$ cat src/rtl/aes_block_load_ctrl_if.sv
// Handshake bundle for aes_block_load_ctrl.
//   master : the side producing input words and consuming blocks (driver of in_valid,
//            in_last, blk_ready).
//   slave  : the sequencer itself; produces in_ready, shift-register strobes and
//            block status.
// CNT_W must equal $clog2(NUM_BYTES_OUT/NUM_BYTES_IN + 1) of the attached sequencer.
interface aes_block_load_ctrl_if #(
    parameter int unsigned CNT_W = 3
);
    logic             in_valid;
    logic             in_ready;
    logic             in_last;
    logic             sr_shift_enable;
    logic             sr_pad_sel;
    logic             blk_valid;
    logic             blk_ready;
    logic             blk_last;
    logic [CNT_W-1:0] blk_pad_words;
    logic [CNT_W-1:0] word_cnt;

    modport master (
        output in_valid, in_last, blk_ready,
        input  in_ready, sr_shift_enable, sr_pad_sel, blk_valid, blk_last,
               blk_pad_words, word_cnt
    );

    modport slave (
        input  in_valid, in_last, blk_ready,
        output in_ready, sr_shift_enable, sr_pad_sel, blk_valid, blk_last,
               blk_pad_words, word_cnt
    );
endinterface

$ cat src/rtl/aes_block_load_ctrl.sv
// Sequencer for the word-serial-to-block shift register in the AES input path.
// Accepts words over in_valid/in_ready, strobes the shift register, zero-pads a short
// final block and presents the full block to the core over blk_valid/blk_ready.
// Holds no data; the block is the shift register's data_out.
// Ports:
//   clk    : system clock
//   n_rst  : synchronous active-low reset; forces every output low while asserted
//   abort  : synchronous discard of a partial or held block
//   bus    : slave side of aes_block_load_ctrl_if (input word handshake, shift-register
//            strobes, block handshake and status, word_cnt)
module aes_block_load_ctrl #(
    parameter int unsigned NUM_BYTES_IN  = 4,
    parameter int unsigned NUM_BYTES_OUT = 16
) (
    input  logic                 clk,
    input  logic                 n_rst,
    input  logic                 abort,
    aes_block_load_ctrl_if.slave bus
);
    localparam int unsigned WORDS = NUM_BYTES_OUT / NUM_BYTES_IN;
    localparam int unsigned CNT_W = $clog2(WORDS + 1);

    localparam logic [CNT_W-1:0] LAST_IDX = CNT_W'(WORDS - 1);
    localparam logic [CNT_W-1:0] ONE      = CNT_W'(1);

    if ((NUM_BYTES_OUT % NUM_BYTES_IN) != 0 || WORDS < 2) begin : g_param_check
        $fatal(1, "aes_block_load_ctrl: NUM_BYTES_OUT must be a multiple >= 2 of NUM_BYTES_IN");
    end

    typedef enum logic [1:0] {StFill, StPad, StFull} state_e;

    state_e           state_q, state_d;
    logic [CNT_W-1:0] word_cnt_q, word_cnt_d;
    logic             blk_last_q, blk_last_d;
    logic [CNT_W-1:0] pad_words_q, pad_words_d;
    logic             in_ready_c, shift_c, pad_sel_c;

    always_ff @(posedge clk) begin
        if (!n_rst) begin
            state_q     <= StFill;
            word_cnt_q  <= '0;
            blk_last_q  <= 1'b0;
            pad_words_q <= '0;
        end else begin
            state_q     <= state_d;
            word_cnt_q  <= word_cnt_d;
            blk_last_q  <= blk_last_d;
            pad_words_q <= pad_words_d;
        end
    end

    always_comb begin
        state_d     = state_q;
        word_cnt_d  = word_cnt_q;
        blk_last_d  = blk_last_q;
        pad_words_d = pad_words_q;
        in_ready_c  = 1'b0;
        shift_c     = 1'b0;
        pad_sel_c   = 1'b0;

        if (abort) begin
            // Drop everything, including a held block, without a handshake.
            state_d     = StFill;
            word_cnt_d  = '0;
            blk_last_d  = 1'b0;
            pad_words_d = '0;
        end else begin
            unique case (state_q)
                StFill: begin
                    in_ready_c = 1'b1;
                    if (bus.in_valid) begin
                        shift_c    = 1'b1;
                        word_cnt_d = word_cnt_q + ONE;
                        if (word_cnt_q == LAST_IDX) begin
                            state_d     = StFull;
                            blk_last_d  = bus.in_last;
                            pad_words_d = '0;
                        end else if (bus.in_last) begin
                            state_d     = StPad;
                            blk_last_d  = 1'b1;
                            pad_words_d = LAST_IDX - word_cnt_q;
                        end
                    end
                end
                StPad: begin
                    shift_c    = 1'b1;
                    pad_sel_c  = 1'b1;
                    word_cnt_d = word_cnt_q + ONE;
                    if (word_cnt_q == LAST_IDX) begin
                        state_d = StFull;
                    end
                end
                StFull: begin
                    // Input is only admitted when the held block leaves this same cycle.
                    in_ready_c = bus.blk_ready;
                    if (bus.blk_ready) begin
                        if (bus.in_valid) begin
                            shift_c    = 1'b1;
                            word_cnt_d = ONE;
                            if (bus.in_last) begin
                                state_d     = StPad;
                                blk_last_d  = 1'b1;
                                pad_words_d = LAST_IDX;
                            end else begin
                                state_d = StFill;
                            end
                        end else begin
                            state_d    = StFill;
                            word_cnt_d = '0;
                        end
                    end
                end
                default: begin
                    state_d    = StFill;
                    word_cnt_d = '0;
                end
            endcase
        end
    end

    // Everything is held low while reset is asserted, even before the first edge.
    always_comb begin
        bus.in_ready        = n_rst & in_ready_c;
        bus.sr_shift_enable = n_rst & shift_c;
        bus.sr_pad_sel      = n_rst & pad_sel_c;
        bus.blk_valid       = n_rst & (state_q == StFull);
        bus.blk_last        = n_rst & blk_last_q;
        bus.blk_pad_words   = n_rst ? pad_words_q : '0;
        bus.word_cnt        = n_rst ? word_cnt_q : '0;
    end
endmodule

$ cat src/flat_wrapper.sv
// flat-port wrapper written by rule: the top's interface ports become plain ports
module aes_block_load_ctrl_flat 
#(
    parameter int unsigned NUM_BYTES_IN  = 4,
    parameter int unsigned NUM_BYTES_OUT = 16
)
  (clk, n_rst, abort, bus_in_valid, bus_in_last, bus_blk_ready, bus_in_ready, bus_sr_shift_enable, bus_sr_pad_sel, bus_blk_valid, bus_blk_last, bus_blk_pad_words, bus_word_cnt);
  aes_block_load_ctrl_if #(.CNT_W(3)) bus_i ();
  input  logic clk;
  input  logic n_rst;
  input  logic abort;
  input wire logic [$bits(bus_i.in_valid)-1:0] bus_in_valid;
  input wire logic [$bits(bus_i.in_last)-1:0] bus_in_last;
  input wire logic [$bits(bus_i.blk_ready)-1:0] bus_blk_ready;
  output wire logic [$bits(bus_i.in_ready)-1:0] bus_in_ready;
  output wire logic [$bits(bus_i.sr_shift_enable)-1:0] bus_sr_shift_enable;
  output wire logic [$bits(bus_i.sr_pad_sel)-1:0] bus_sr_pad_sel;
  output wire logic [$bits(bus_i.blk_valid)-1:0] bus_blk_valid;
  output wire logic [$bits(bus_i.blk_last)-1:0] bus_blk_last;
  output wire logic [$bits(bus_i.blk_pad_words)-1:0] bus_blk_pad_words;
  output wire logic [$bits(bus_i.word_cnt)-1:0] bus_word_cnt;
  assign bus_i.in_valid = bus_in_valid;
  assign bus_i.in_last = bus_in_last;
  assign bus_i.blk_ready = bus_blk_ready;
  assign bus_in_ready = bus_i.in_ready;
  assign bus_sr_shift_enable = bus_i.sr_shift_enable;
  assign bus_sr_pad_sel = bus_i.sr_pad_sel;
  assign bus_blk_valid = bus_i.blk_valid;
  assign bus_blk_last = bus_i.blk_last;
  assign bus_blk_pad_words = bus_i.blk_pad_words;
  assign bus_word_cnt = bus_i.word_cnt;
  aes_block_load_ctrl #(.NUM_BYTES_IN(NUM_BYTES_IN), .NUM_BYTES_OUT(NUM_BYTES_OUT)) u_core (.clk(clk), .n_rst(n_rst), .abort(abort), .bus(bus_i));
endmodule
$ cat config.mk
export PLATFORM = sky130hd
export DESIGN_NAME = aes_block_load_ctrl_flat
export DESIGN_NICKNAME = d
export VERILOG_FILES = /design/src/rtl/aes_block_load_ctrl_if.sv /design/src/rtl/aes_block_load_ctrl.sv /design/src/flat_wrapper.sv
export SDC_FILE = /design/constraint.sdc
export NUM_CORES = 1
export LEC_CHECK = 0
export ABC_AREA = 1
export CAP_MARGIN = 10
export CORE_MARGIN = 5
export CORE_UTILIZATION = 25
export CTS_BUF_LIST = sky130_fd_sc_hd__clkbuf_8
export DETAILED_ROUTE_END_ITERATION = 7
export PLACE_DENSITY_LB_ADDON = 0.3
export SETUP_SLACK_MARGIN = 0.15
export SYNTH_ARGS = -nofsm -noshare
export SYNTH_HDL_FRONTEND = slang
export SYNTH_SLANG_ARGS = --single-unit
$ cat constraint.sdc
create_clock -name clk -period 0.9 [get_ports clk]
set_input_delay 0.09 -clock clk [delete_from_list [all_inputs] [get_ports clk]]
set_output_delay 0.09 -clock clk [all_outputs]
set_load 0.01 [all_outputs]
**Run 1: close-up of the layout**

Region (37, 37) to (57, 57) um. Cells in gray, sequential cells in the stronger gray; small squares are vias.
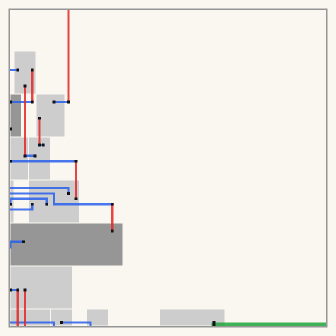
- red: metal 2
- blue: metal 1
- green: metal 3
- sequential cells in the window: 1
- netlist names of flops here include: u_core.pad_words_q (1)
- cells with their middle in the window: 6

**Run 1: sizing map**

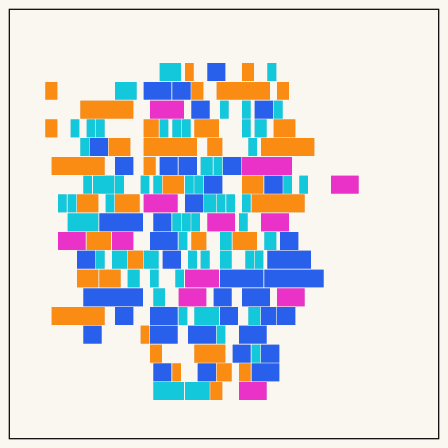
- blue: _3 and _4 cells (cells 39; share 26%)
- orange: _2 cells (cells 36; share 24%)
- cyan: _0 and _1 cells (cells 61; share 41%)
- magenta: _6 and larger (cells 12; share 8.1%)

==> flow_results.org, run 1 <==
* Implementation run

** STA
- The final timing summary puts the cycle share of the worst path at 1.30.
- Once routing completed, OpenROAD measured the worst setup slack at -0.269 ns.
- For the final database, setup skew stands at 0.00152 ns.
- In the final timing run, aggregate negative setup slack is -2.92 ns.
- In the final report, the number of endpoints failing setup comes to 13.
- Setup repair after global routing could not meet its margin everywhere.

** Final layout
- Finished Core Util :: 0.480
- Per the layout area report, the register area comes to ~200 um^2.
- Largest cell class by area :: combinational gates
- Post-synthesis to final-layout area growth :: 78.9%
- Per the final report, the share of cell area in clock cells is 0.0372.
- Net total in the final layout :: 156
- The finished cells cover 1210 um^2.
- The layout report gives the multi-input gate share of total cell area as 0.412.

** GRT
- Global-route track usage on met1 :: 0.146

** Outcome
- The flow ran to the end, but the final reports show violations.
- The final reports fail on setup timing.

** Placed design
- Detailed Place HPWL :: ~1500 um
- Post-place setup slack :: -0.855 ns
- The placement stage leaves a total instance area of between 1000 and 1500 um^2.

** Synthesis
- Most numerous cell in the Yosys netlist :: nand2_1
- When the netlist entered floorplanning its net count stood at 109.
- Synth cell count leaders :: 24 x nand2_1, 13 x inv_1, 12 x nor2_1, 9 x dfxtp_1, 9 x nand3_1
- In this run, the synthesized area fraction spent on xor and xnor cells is recorded as 0.0129.
- The synthesized netlist was found by Yosys to have roughly 100 cells.
- By area the synthesized netlist is led by dfxtp_1 27%, nand2_1 13%, inv_1 7.2%.

** Clock tree
- Clock tree from TritonCTS :: yes

** Critical path
- The startpoint identified for the worst register-to-register timing path is u_core.state_q[1].
- For this run, the slowest stage of the critical path takes ~0.37 ns.
- Maximum fanout count along the critical path :: 8
- Capture instance of the worst register-to-register path :: u_core.pad_words_q[2]
- The capture point of the critical path was reported as u_core.pad_words_q[2].
- Delay-heaviest family, CP :: simple AND/OR/NAND/NOR gates
- The worst setup path is of the reg2reg kind.

** Pwr
- Pwr dens :: 961 nW/um^2
- Share of power burned in the clock network :: 0.413

** Detailed routing
- DR DRC count :: 0

** Job
- Tally of OpenROAD warnings :: 29
**Run 1: cell outlines without signal wires**

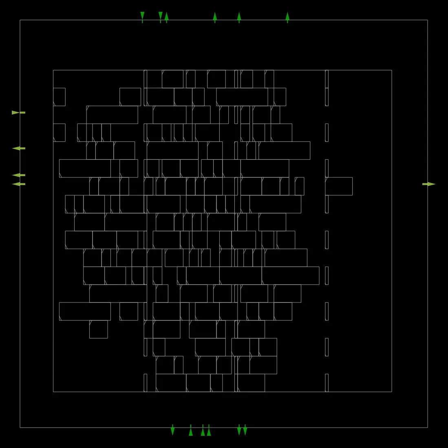
filler cell count: 258
Floorplan Core Area: 2520 um^2
post-route insts no fill: 178
number of sequential cells in the layout: 9

[run 1: registers in the layout (all words and copies together) (netlist names)]
register            count
u_core.word_cnt_q       3
u_core.blk_last_q       1
u_core.state_q          2
u_core.pad_words_q      3
[run 1: through the flow]
stage / hold WS [ns] / power [uW] / cells
floorplan: 0.235 / 548 / 102
global route: 0.431 / 1210 / 178
global placement: 0.470 / 658 / 168
finish: 0.397 / 1160 / 178
detailed placement: 0.479 / 664 / 168
CTS: 0.412 / 1150 / 177
[run 1: power groups by stage]
stage               registers (uW)  clock network [uW]  logic (uW)
finish                         416                 481         267
global route                   417                 505         293
CTS                            416                 483         255
detailed placement             427                   0         237
global placement               426                   0         232
floorplan                      426                   0         122
==> run 1 -> run 2 <==
CTS_CLUSTER_DIAMETER = 150   (was not set)
REMOVE_ABC_BUFFERS = 1   (was not set)
==> run 2 against run 1 <==
Compared with the run above:
- design area rose by 3.9%
- fmax fell by 1.4%
- largest cell class unchanged
- synthesized cell count did not move
- critical path depth rose by 1
- hold slack improved by 0.039 ns
- sequential power barely moved
- clock skew fell by 0.00075 ns
- clock-buffer cell count did not move
- the flow still finishes with violations (setup timing)
==> flow_results.org, run 2 <==
* Implementation run

** Outcome
- The flow ran to the end, but the final reports show violations.
- The checks that failed: setup timing.

** STA
- Fin crit share :: 1.32 (+0.0181)
- Smallest hold slack :: 0.436 ns (+0.0391 ns)
- Setup repair after global routing could not meet its margin everywhere.
- The final clock skew is 0.000772 ns (-0.000747 ns).
- Total negative slack for setup checks :: -3.01 ns (-0.0974 ns)
- Final WS setup :: -0.285 ns (-0.0163 ns)
- The final number of setup-violating endpoints came to 13 (unchanged).

** Placed design
- Detailed Place HPWL :: 1460 um (-4.3%)
- DP Cell Count :: 168 (unchanged)

** Pwr
- The power report attributes to the combinational group a share of 0.237.
- Pwr dens :: 924 nW/um^2 (-3.8%)
- The fraction of power consumed by the clock network is 0.405 (-0.008).
- Total power :: 1160 uW (about the same)

** Synthesis
- The main area contributors are dfxtp_1 27%, nand2_1 13%, inv_1 7.2%.
- Yosys Instances :: 102 (unchanged)
- By instance count, the leading cell after synthesis is nand2_1.
- Yosys mapped a number of flops with a built-in enable equal to 0.
- Synth cell count leaders :: 24 x nand2_1, 13 x inv_1, 12 x nor2_1, 9 x dfxtp_1, 9 x nand3_1

** Final layout
- Between the synthesized netlist and the finished layout, the area growth was recorded as 86.0%.
- Most frequent logic cell in the layout :: buf_4
- Number of sequential cells in the layout :: 9 (unchanged)
- The combinational share of cell area is 0.417 (+0.00530).
- Clock network area share :: 0.0358 (-0.00140)
- Largest cell class by area :: combinational gates
- The layout has 18 inverters outside the clock class.
- Filler cell count :: 268 (+3.9%)
- The final cell utilization of the core is 0.499 (+0.0188).
- Storage cell area :: 199 um^2 (+1.3%)
- Registers with the most flip-flops :: u_core.pad_words_q: 3 flops, u_core.word_cnt_q: 3 flops, u_core.state_q: 2 flops

** Floorplan
- Floorplan Core Area :: 2520 um^2 (unchanged)

** Critical path
- The startpoint identified for the worst register-to-register timing path is u_core.state_q[1].
- For reference, the critical path is launched at u_core.state_q[1].
- The worst setup path is of the reg2reg kind.
- End of the critical path :: u_core.state_q[1]
- Maximum fanout count along the critical path :: 6 (-2)
- Per STA, the worst path accumulates the most delay in the family simple AND/OR/NAND/NOR gates.
- Max incr delay on CP :: 0.39 ns (+0.02 ns)
- Capture instance of the worst register-to-register path :: u_core.state_q[1]

** Clock tree
- Total clock buffers created by CTS :: 3
- For reference, the clock transition at the flip-flops on the worst setup and hold paths is 0.05 ns.
- TritonCTS built the clock tree.

** Min path
- The number of cells on the worst hold path is listed as 5.

** Detailed routing
- DR DRC count :: 0 (unchanged)
[run 2: power groups by stage]
stage               combinational, uW  clock [uW]  sequential [uW]
floorplan                        99.9           0              430
global placement                  221           0              427
detailed placement                224           0              427
CTS                               240         481              415
global route                      302         501              417
finish                            276         471              416
[run 2: cells by family (layout without fill, tap and decap cells)]
kind of cell	count (synthesis)	after routing	share of synthesized area
flops	9	9	0.266
xor+xnor	1	1	0.0129
simple gates	58	58	0.451
buf+inv	21	66	0.152
fa+ha+maj	1	1	0.0185
compound gates	12	12	0.0998
[run 2: per-stage QoR]
step / area [um^2] / worst slack [ns]
finish: 1260 / -0.285
CTS: 1130 / -0.251
floorplan: 649 / -0.301
global route: 1260 / -0.358
detailed placement: 1020 / -0.795
global placement: 1020 / -0.771
**Run 2: cell outlines without signal wires**

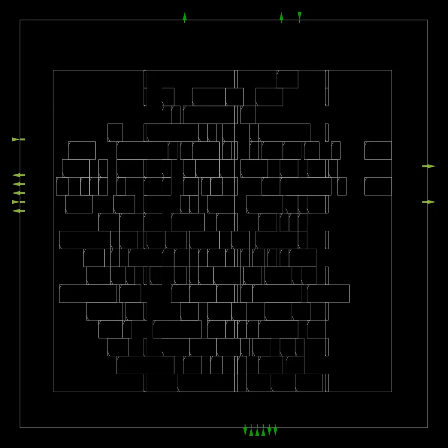
number of tapcells: 30
post-route insts no fill: 177

==> run 2 -> run 3 <==
SKIP_LAST_GASP = 1   (was not set)
clock period = 1.1 ns   (was 0.9 ns; I/O delays follow)
**Run 3: cell outlines without signal wires**

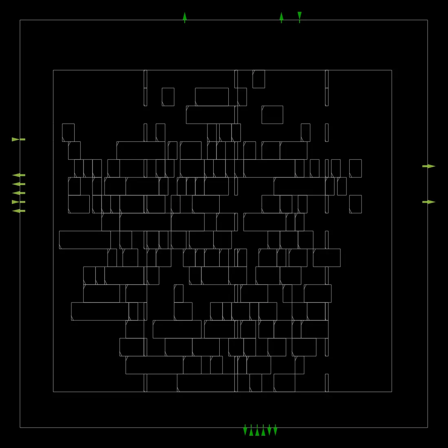
filler cell count: 263
Finished Core Util: 0.432
post-route insts no fill: 170
share of the final layout cell area in sequential cells: 0.180
row count: 18

==> run 3 against run 2 <==
Compared with the run above:
- the run still ends with setup timing left
- register-to-register slack better by 0.21 ns
- via count is 3.6% lower
- sequential share of layout area is 2.2 points higher
- clock power is 18% lower
- largest cell class unchanged
- cell count is 4.0% lower
- largest power group unchanged
- design area is 13% lower
==> flow_results.org, run 3 <==
* Implementation run

** Synthesis
- The synthesized-area fraction occupied by adder cells came to 0.0185 (unchanged).
- Sorting the synthesis cell report by count puts at the top nand2_1.
- Yosys Instances :: 102 (unchanged)
- By area the synthesized netlist is led by dfxtp_1 27%, nand2_1 13%, inv_1 7.2%.

** Final layout
- Most frequent logic cell in the layout :: nand2_1
- Post-synthesis to final-layout area growth :: 61.0%
- Largest cell class by area :: combinational gates
- Clock network area share :: 0.0413 (+0.00555)
- The post-route cell area came to 1090 um^2 (-13%).
- The number of signal-net inverters in the final layout came to 18 (unchanged).
- The combinational share of cell area is 0.425 (+0.00730).

** Pwr
- Comb power :: 180 uW (-35%)
- The portion of total power attributed to combinational logic came to 0.199 (-0.038).
- The fraction of power consumed by the clock network is 0.427 (+0.022).
- The clock-net power was 387 uW (-18%).
- The largest part of the power goes to clock.
- The post-route total power is 907 uW (-22%).
- The power per standard cell area is 832 nW/um^2 (-10%).

** STA
- The final clock skew was 0.00396 ns (+0.00319 ns).
- The final worst setup slack is -0.0735 ns (+0.212 ns).
- Smallest hold slack :: 0.445 ns (+0.00908 ns)
- Count of final setup violators :: 10 (-3)

** Outcome
- The flow ran to the end, but the final reports show violations.
- Failing checks :: setup timing

** Critical path
- Worst r2r src :: u_core.state_q[1]
- According to the timing report, the critical path is launched from u_core.state_q[1].

** Placed design
- The placed wire-length estimate after detailed placement is 1460 um (+0.19%).
- The cell total after placement was 163 (-3.0%).
- The placed instance area came to 982 um^2 (-3.7%).
- The pre-CTS worst setup slack was -0.611 ns (+0.184 ns).

** Clock tree
- The CTS clock-pin slew for the worst setup and hold paths came to 0.05 ns (about the same).
- Total clock buffers created by CTS :: 3 (unchanged)

** Floorplan
- The area of the core came to 2520 um^2 (unchanged).
- Number of tapcells :: 30 (unchanged)
-- run 3: netlist changes by cell type in the layout (fill, tap and decap cells not counted), sizes merged --
cell / previous run / this run
buf: 39 / 32
clkdlybuf4s50: 3 / 2
dlygate4sd2: 2 / 3
-- run 3: critical path: stages (launching register included) --
cell and delay, ns:
dfxtp_4 0.37, buf_6 0.14, inv_8 0.04, nor2_8 0.13, nand2_4 0.07, nand2_4 0.11, inv_4 0.06, nand3_2 0.06
nor2_2 0.03, nor2_1 0.10
-- run 3: what timing repair did --
action,CTS,global route
resized,67,11
endpoints found under the setup margin,20,14
setup buffers,1,2
pin swaps,5,6
hold buffers,0,0
-- run 3: layer usage --
metal	GRT usage	wire length, um
met1	0.153	884
met2	0.207	968
met3	0.0310	82
met4	0.0667	62
met5	0	0
Power and IR drop assume default switching activity.
